[config.mk]
export PLATFORM = sky130hd
export DESIGN_NAME = ccff_loader
export DESIGN_NICKNAME = d
export VERILOG_FILES = /design/src/rtl/ccff_loader.sv
export SDC_FILE = /design/constraint.sdc
export NUM_CORES = 1
export LEC_CHECK = 0
export CORE_UTILIZATION = 35
export DETAILED_ROUTE_END_ITERATION = 8
export MAX_ROUTING_LAYER = met4
export PLACE_DENSITY = 0.56
export SLEW_MARGIN = 20
export SYNTH_ARGS = -nofsm -noshare
export SYNTH_HDL_FRONTEND = slang
export SYNTH_SLANG_ARGS = --single-unit
[constraint.sdc]
create_clock -name prog_clk -period 3.18 [get_ports prog_clk]
set_clock_uncertainty 0.2 [all_clocks]
set_input_delay 0.636 -clock prog_clk [delete_from_list [all_inputs] [get_ports prog_clk]]
set_output_delay 0.636 -clock prog_clk [all_outputs]
set_load 0.02 [all_outputs]
[src/rtl/ccff_loader.sv]
// rtl/ccff_loader.sv - serial loader that streams a bitstream into a ccff configuration chain
//
// Purpose: accepts BYTE_W-bit bitstream words, MSB first, and shifts exactly
// CHAIN_LEN bits into a configuration flip-flop chain. The chain clock is
// gated externally by shift_en. Any low-order bits of the final word that do
// not fit the chain are dropped.
//
// Ports:
//   prog_clk   - configuration clock; all state updates on its rising edge
//   prog_rst_n - asynchronous active-low reset
//   start      - single-cycle request to begin a load (ignored while busy)
//   abort      - single-cycle request to cancel a load in progress
//   s_data     - bitstream word, MSB shifted first
//   s_valid    - s_data is valid
//   s_ready    - loader accepts s_data this cycle
//   ccff_head  - serial bit into the chain head; 0 whenever shift_en is 0
//   shift_en   - chain clock enable; the chain shifts on exactly these cycles
//   busy       - load in progress
//   done       - last load completed with exactly CHAIN_LEN bits
//   err        - last load was aborted
module ccff_loader #(
  parameter int CHAIN_LEN = 29,
  parameter int BYTE_W    = 8
) (
  input  logic              prog_clk,
  input  logic              prog_rst_n,
  input  logic              start,
  input  logic              abort,
  input  logic [BYTE_W-1:0] s_data,
  input  logic              s_valid,
  output logic              s_ready,
  output logic              ccff_head,
  output logic              shift_en,
  output logic              busy,
  output logic              done,
  output logic              err
);

  // bit_cnt has to hold the value CHAIN_LEN itself without wrapping
  localparam int CNT_W = $clog2(CHAIN_LEN + 1);
  localparam int WB_W  = (BYTE_W > 1) ? $clog2(BYTE_W) : 1;

  localparam logic [1:0] ST_IDLE  = 2'd0;
  localparam logic [1:0] ST_WAIT  = 2'd1;
  localparam logic [1:0] ST_SHIFT = 2'd2;
  localparam logic [1:0] ST_DONE  = 2'd3;

  localparam logic [CNT_W-1:0] LAST_CNT = CNT_W'(CHAIN_LEN - 1);
  localparam logic [WB_W-1:0]  LAST_WB  = WB_W'(BYTE_W - 1);

  logic [1:0]        state_q,   state_d;
  logic [BYTE_W-1:0] sreg_q,    sreg_d;
  logic [CNT_W-1:0]  bit_cnt_q, bit_cnt_d;
  logic [WB_W-1:0]   wbit_q,    wbit_d;     // bits already shifted from the current word
  logic              err_q,     err_d;

  always_comb begin
    state_d   = state_q;
    sreg_d    = sreg_q;
    bit_cnt_d = bit_cnt_q;
    wbit_d    = wbit_q;
    err_d     = err_q;
    case (state_q)
      ST_IDLE, ST_DONE: begin
        // start wins over a simultaneous abort here because nothing is in flight
        if (start) begin
          err_d     = 1'b0;
          bit_cnt_d = '0;
          state_d   = ST_WAIT;
        end
      end
      ST_WAIT: begin
        if (abort) begin
          err_d   = 1'b1;
          state_d = ST_IDLE;
        end else if (s_valid) begin
          sreg_d  = s_data;
          wbit_d  = '0;
          state_d = ST_SHIFT;
        end
      end
      ST_SHIFT: begin
        sreg_d    = sreg_q << 1;
        bit_cnt_d = bit_cnt_q + 1'b1;
        wbit_d    = wbit_q + 1'b1;
        if (abort) begin
          err_d   = 1'b1;
          state_d = ST_IDLE;
        end else if (bit_cnt_q == LAST_CNT) begin
          // chain full: leave mid-word, the rest of the word is discarded
          state_d = ST_DONE;
        end else if (wbit_q == LAST_WB) begin
          state_d = ST_WAIT;
        end
      end
      default: state_d = ST_IDLE;
    endcase
  end

  always_ff @(posedge prog_clk or negedge prog_rst_n) begin
    if (!prog_rst_n) begin
      state_q   <= ST_IDLE;
      sreg_q    <= '0;
      bit_cnt_q <= '0;
      wbit_q    <= '0;
      err_q     <= 1'b0;
    end else begin
      state_q   <= state_d;
      sreg_q    <= sreg_d;
      bit_cnt_q <= bit_cnt_d;
      wbit_q    <= wbit_d;
      err_q     <= err_d;
    end
  end

  // Outputs decode straight from the state flop so reset clears them at once
  assign s_ready   = (state_q == ST_WAIT);
  assign shift_en  = (state_q == ST_SHIFT);
  assign ccff_head = shift_en & sreg_q[BYTE_W-1];
  assign busy      = s_ready | shift_en;
  assign done      = (state_q == ST_DONE);
  assign err       = err_q;

endmodule

==> job_summary.md, run 1 <==
### Yosys + OpenROAD results

| Metric | Value |
|---|---|
| DP Cell Count | `about 150` |
| Synth top cell by count | `dfrtp_1` |
| HPWL after DPL | `1.40 mm` |
| Post-CTS setup buffer count | `0` |
| CP required | `2.34 ns` |
| Vias per cell | `5.02` |
| R2R Setup Slk | `1.07 ns` |
| Worst reg2reg startpoint | `state_q[0]` |
| Buf/Inv on CP | `3` |
| Initial antenna violation count | `0` |
| Wirelength per Cell | `about 12 µm` |
| Vias in the first global route | `735` |
| Row count | `19` |
| Largest net degree at the start of global routing | `21` |
| Chip area | `about 0.0032 mm²` |
| First-pass GRT wire length | `3.17 mm` |
| Final setup violation count | `0` |
| Clock root cell | `clkbuf_4` |
| Tmin final | `2.68 ns` |
| Main area contributors | `dfrtp_1 46%, ha_1 8.5%, mux2i_1 7.8%, inv_1 4.7%, a21oi_1 3.9%` |
| WP data arrival | `1.84 ns` |
| Instance count on the critical path | `4` |
| Log Warnings | `29` |
| Area delta synth->final | `22.1%` |
| Kind of critical path | `reg -> out` |
| Share of cells above drive strength 1 | `between 4 and 5%` |
| Status | `completed` |
| Yosys cell types | `27` |
| Filler cell count | `between 200 and 300` |
| Critical Path Source | `state_q[0]` |
| Initial DRC Count | `6` |
| Ys Warns | `0` |
| Crit path to | `busy` |
| Diodes inserted | `0` |
| Worst-path clk slew | `0.11 ns` |
| Setup TNS | `0 ns` |
| RSZ-0062 raised after global routing | `false` |
| Top cell excl fill/tap | `dfrtp_1` |
| DP Area | `approximately 0.0012 mm²` |
| CTS tree | `yes` |
| Congestion Overflow GR | `0` |
| Post-synth EDFFs | `0` |
| Most numerous logic cells after layout | `19 x dfrtp_1, 18 x clkdlybuf4s50_1, 13 x inv_1, 9 x nor2_1` |
| R2r endpoint | `wbit_q[1]` |
| Power Density | `763 mW/mm²` |
| Initial DRT Pass Iterations | `4` |
| Crit. End Element | `primary output` |
| Post-Syn Nets | `126` |
| Hold WC Path Type | `reg -> reg` |
[run 1: cells by family (layout without fill, tap and decap cells)]
family / Yosys count / after routing / share of synthesized area [%]
and+or+nand+nor: 28 / 28 / 13.4
AOI/OAI and AO/OA: 26 / 26 / 16.0
DFF: 19 / 19 / 46.1
buffers and inverters: 17 / 36 / 7.16
muxes: 9 / 9 / 8.86
adders and majority gates: 7 / 7 / 8.49
[run 1: power by group]
part           leakage, nW  switching (mW)  internal, mW
Clock               0.0150          0.0697        0.0487
Sequential           0.237          0.0495         0.322
Combinational        0.304           0.268         0.202
Total                0.556           0.387         0.573
[run 1: sequential cells by signal (all words and copies together) (netlist names)]
name       flops
sreg_q         8
state_q        2
wbit_q         3
bit_cnt_q      5
err            1
[run 1: worst register-to-register path, cell delays in order, from the launching register on]
cell	delay [ns]
dfrtp_1	0.43
inv_1	0.07
ha_1	0.21
buf_4	0.28
a22o_1	0.59
nand3_1	0.14
o21ai_1	0.10
[run 1: area by class of cell]
| class | instances | area [µm²] | share of cell area [%] |
|---|---|---|---|
| clock buffer | 4 | 26.3 | 2.09 |
| inverter | 13 | 48.8 | 3.88 |
| multi-input combinational | 70 | 482 | 38.3 |
| sequential | 19 | 475 | 37.8 |
| tap | 31 | 38.8 | 3.08 |
| timing repair buffer | 19 | 188 | 14.9 |
[run 1: layer usage]
| metal | vias up | part of all wire (%) | track usage (%) | wire length, µm |
|---|---|---|---|---|
| met5 | - | 0 | - | 0 |
| met4 | 0 | 1.0 | 3.14 | 19 |
| met3 | 2 | 3.5 | 4.15 | 65 |
| met2 | 15 | 44 | 22.3 | 818 |
| met1 | 357 | 51 | 15.6 | 948 |
| li1 | 409 | - | - | - |
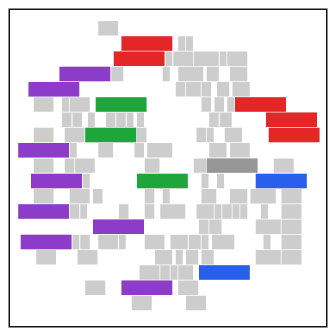
*Where the registers sit, run 1*
Other sequential cells in the stronger grey, the rest of the logic in the fainter grey.
Key: purple = sreg_q [sequential cells 8]; blue = state_q [sequential cells 2]; green = wbit_q [sequential cells 3]; red = bit_cnt_q [sequential cells 5]
Another 1 sequential cells are not coloured.
Register Area: 475 µm²
fin util: 45.3%
flop share of the area: 37.8%

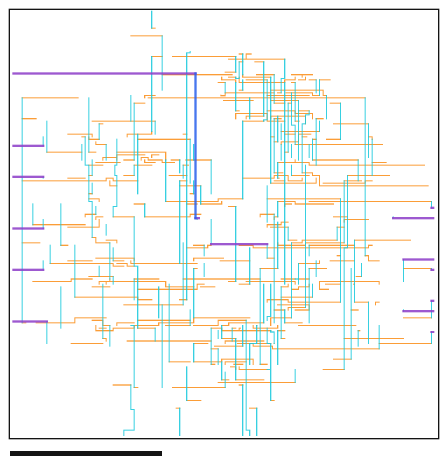
*Wiring by layer, run 1*
Scale bar: 20 µm.
Key: blue = M4 [wire length 19.0 µm]; purple = M3 [wire length 65.5 µm]; cyan = M2 [wire length 819 µm]; orange = M1 [wire length 949 µm]

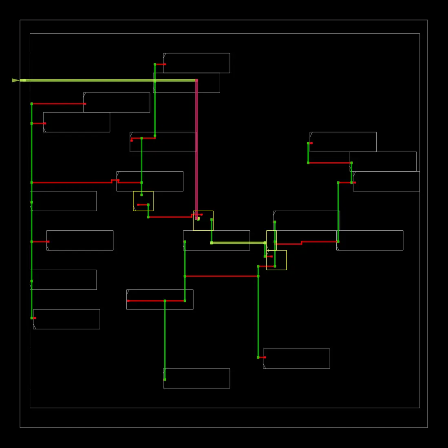
*The clock network, run 1*
Clk. pwr: 0.118 mW
clock buffer count from CTS: 3
Latency at later pin: 0.29 ns

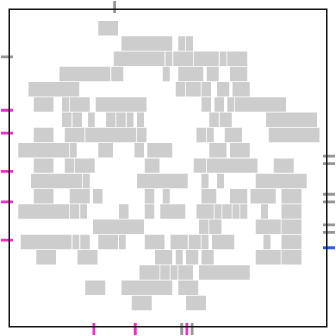
*Pin placement, run 1*
Pins as bars across the die edge, other pins in grey.
Key: magenta = s_data [pins 8, direction input, edge 5 west, 3 south]; blue = prog_rst_n [pins 1, direction input, edge east]
die y size: 56.3 µm
IO buf count: 18

### Routed clock nets over the placement, run 1

Scale bar: 20 µm.
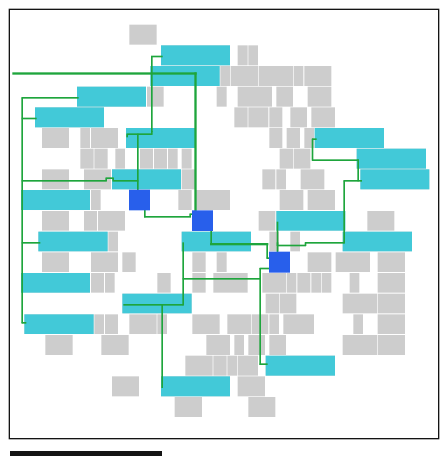

--- run 2 (diff from run 1) ---
Clock period 3.18 ns to 2.5 ns, I/O delays scaled along.
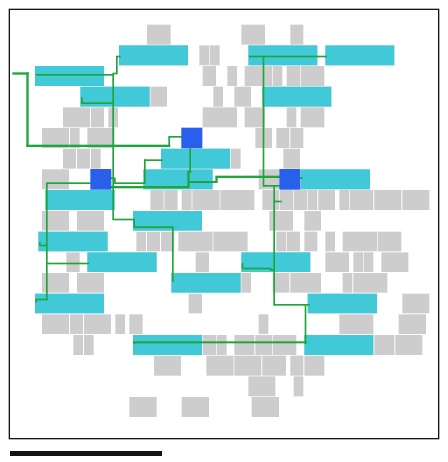
*Routed clock nets over the placement, run 2*
Scale bar: 20 µm.
Key: green = clock wires [length 246 µm]; cyan = flip-flops [count 19]; blue = clock-net drivers [count 3]
There are 4 routed clock nets.

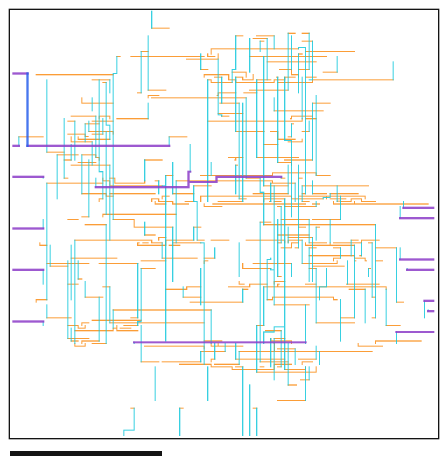
*Wiring by layer, run 2*
Scale bar: 20 µm.
Key: cyan = M2 [wire length 903 µm]; purple = M3 [wire length 109 µm]; blue = M4 [wire length 9.50 µm]; orange = M1 [wire length 907 µm]

==> job_summary.md, run 2 <==
### Yosys + OpenROAD results

| Metric | Value |
|---|---|
| Post-Syn Nets | `126` |
| Vias per cell | `5.09` |
| Sw Ratio | `41.6%` |
| Power Density | `972 mW/mm²` |
| Top reg by flops | `sreg_q` |
| Initial antenna violation count | `0` |
| Register Area | `about 480 µm²` |
| Largest registers | `sreg_q: 8 flops, bit_cnt_q: 5 flops, wbit_q: 3 flops` |
| XORs/XNORs by Area | `0%` |
| Status | `completed` |
| Setup TNS | `0 ns` |
| Congestion Overflow GR | `0` |
| Hold WC Path Type | `in -> async` |
| IO buf count | `18` |
| Diodes inserted | `0` |
| Top cell excl fill/tap | `dfrtp_1` |
| Register share of total power | `between 30% and 40%` |
| Post-synthesis simple-gate area fraction | `13.3%` |
| Chip area | `between 0.003 and 0.004 mm²` |
| Most numerous logic cells after layout | `19 x dfrtp_1, 16 x clkdlybuf4s50_1, 13 x inv_1, 9 x nor2_1` |
| Yosys cell types | `27` |
| Share of cells above drive strength 1 | `7.81%` |
| Wirelength per Cell | `12.1 µm` |
| Yosys aoi share | `about 16%` |
| Die y size | `about 56 µm` |
| Tmin final | `2.36 ns` |
[run 2: stage by stage]
step	power (mW)	hold WS, ns
after floorplan	0.899	0.00441
after global placement	1.08	0.301
after detailed placement	1.11	0.313
after CTS	1.26	0.324
after global routing	1.35	0.336
final	1.24	0.326
[run 2: layout make-up]
| class | instances | area share [%] |
|---|---|---|
| Tap cell | 31 | 3.03 |
| Timing Repair Buffer | 22 | 16.2 |
| Inverter | 13 | 3.81 |
| Clock buffer | 3 | 1.76 |
| Sequential cell | 19 | 37.1 |
| Clock inverter | 1 | 0.391 |
| Multi-Input combinational cell | 70 | 37.6 |
[run 2: routing by layer]
metal	wire, µm	vias up	GRT usage (%)
met5	0	-	-
met4	9	0	2.09
met3	109	2	4.84
met2	903	18	23.5
met1	906	375	17.3
li1	-	414	-
[run 2: logic make-up (layout without fill, tap and decap cells)]
family / after synthesis / count (layout)
AOI/OAI and AO/OA: 26 / 26
adders and majority gates: 7 / 7
buffers and inverters: 17 / 39
DFF: 19 / 19
muxes: 9 / 9
and+or+nand+nor: 28 / 28
[run 2: final timing paths]
path                              endpoint  slack [ns]
worst min register to register   sreg_q[7]        0.33
max in group asynchronous              err        1.57
worst max-delay path              shift_en        0.14
worst min-delay path             sreg_q[0]        0.33
worst max register to register  state_q[1]        0.52
min in group prog_clk            sreg_q[7]        0.33
[run 2: repair_timing]
item	CTS	global route
setup endpoints to repair	2	0
resized	2	0
setup buffers	0	0
[run 2: power by group through the flow]
| stage | Sequential (mW) | Clock (mW) | Combinational [mW] |
|---|---|---|---|
| after detailed placement | 0.484 | 0 | 0.626 |
| final | 0.478 | 0.157 | 0.608 |
| after CTS | 0.478 | 0.169 | 0.616 |
| after global routing | 0.488 | 0.181 | 0.678 |
| after global placement | 0.477 | 0 | 0.607 |
| after floorplan | 0.476 | 0 | 0.423 |
No activity file was given, so power comes from the tool's default toggle rates.
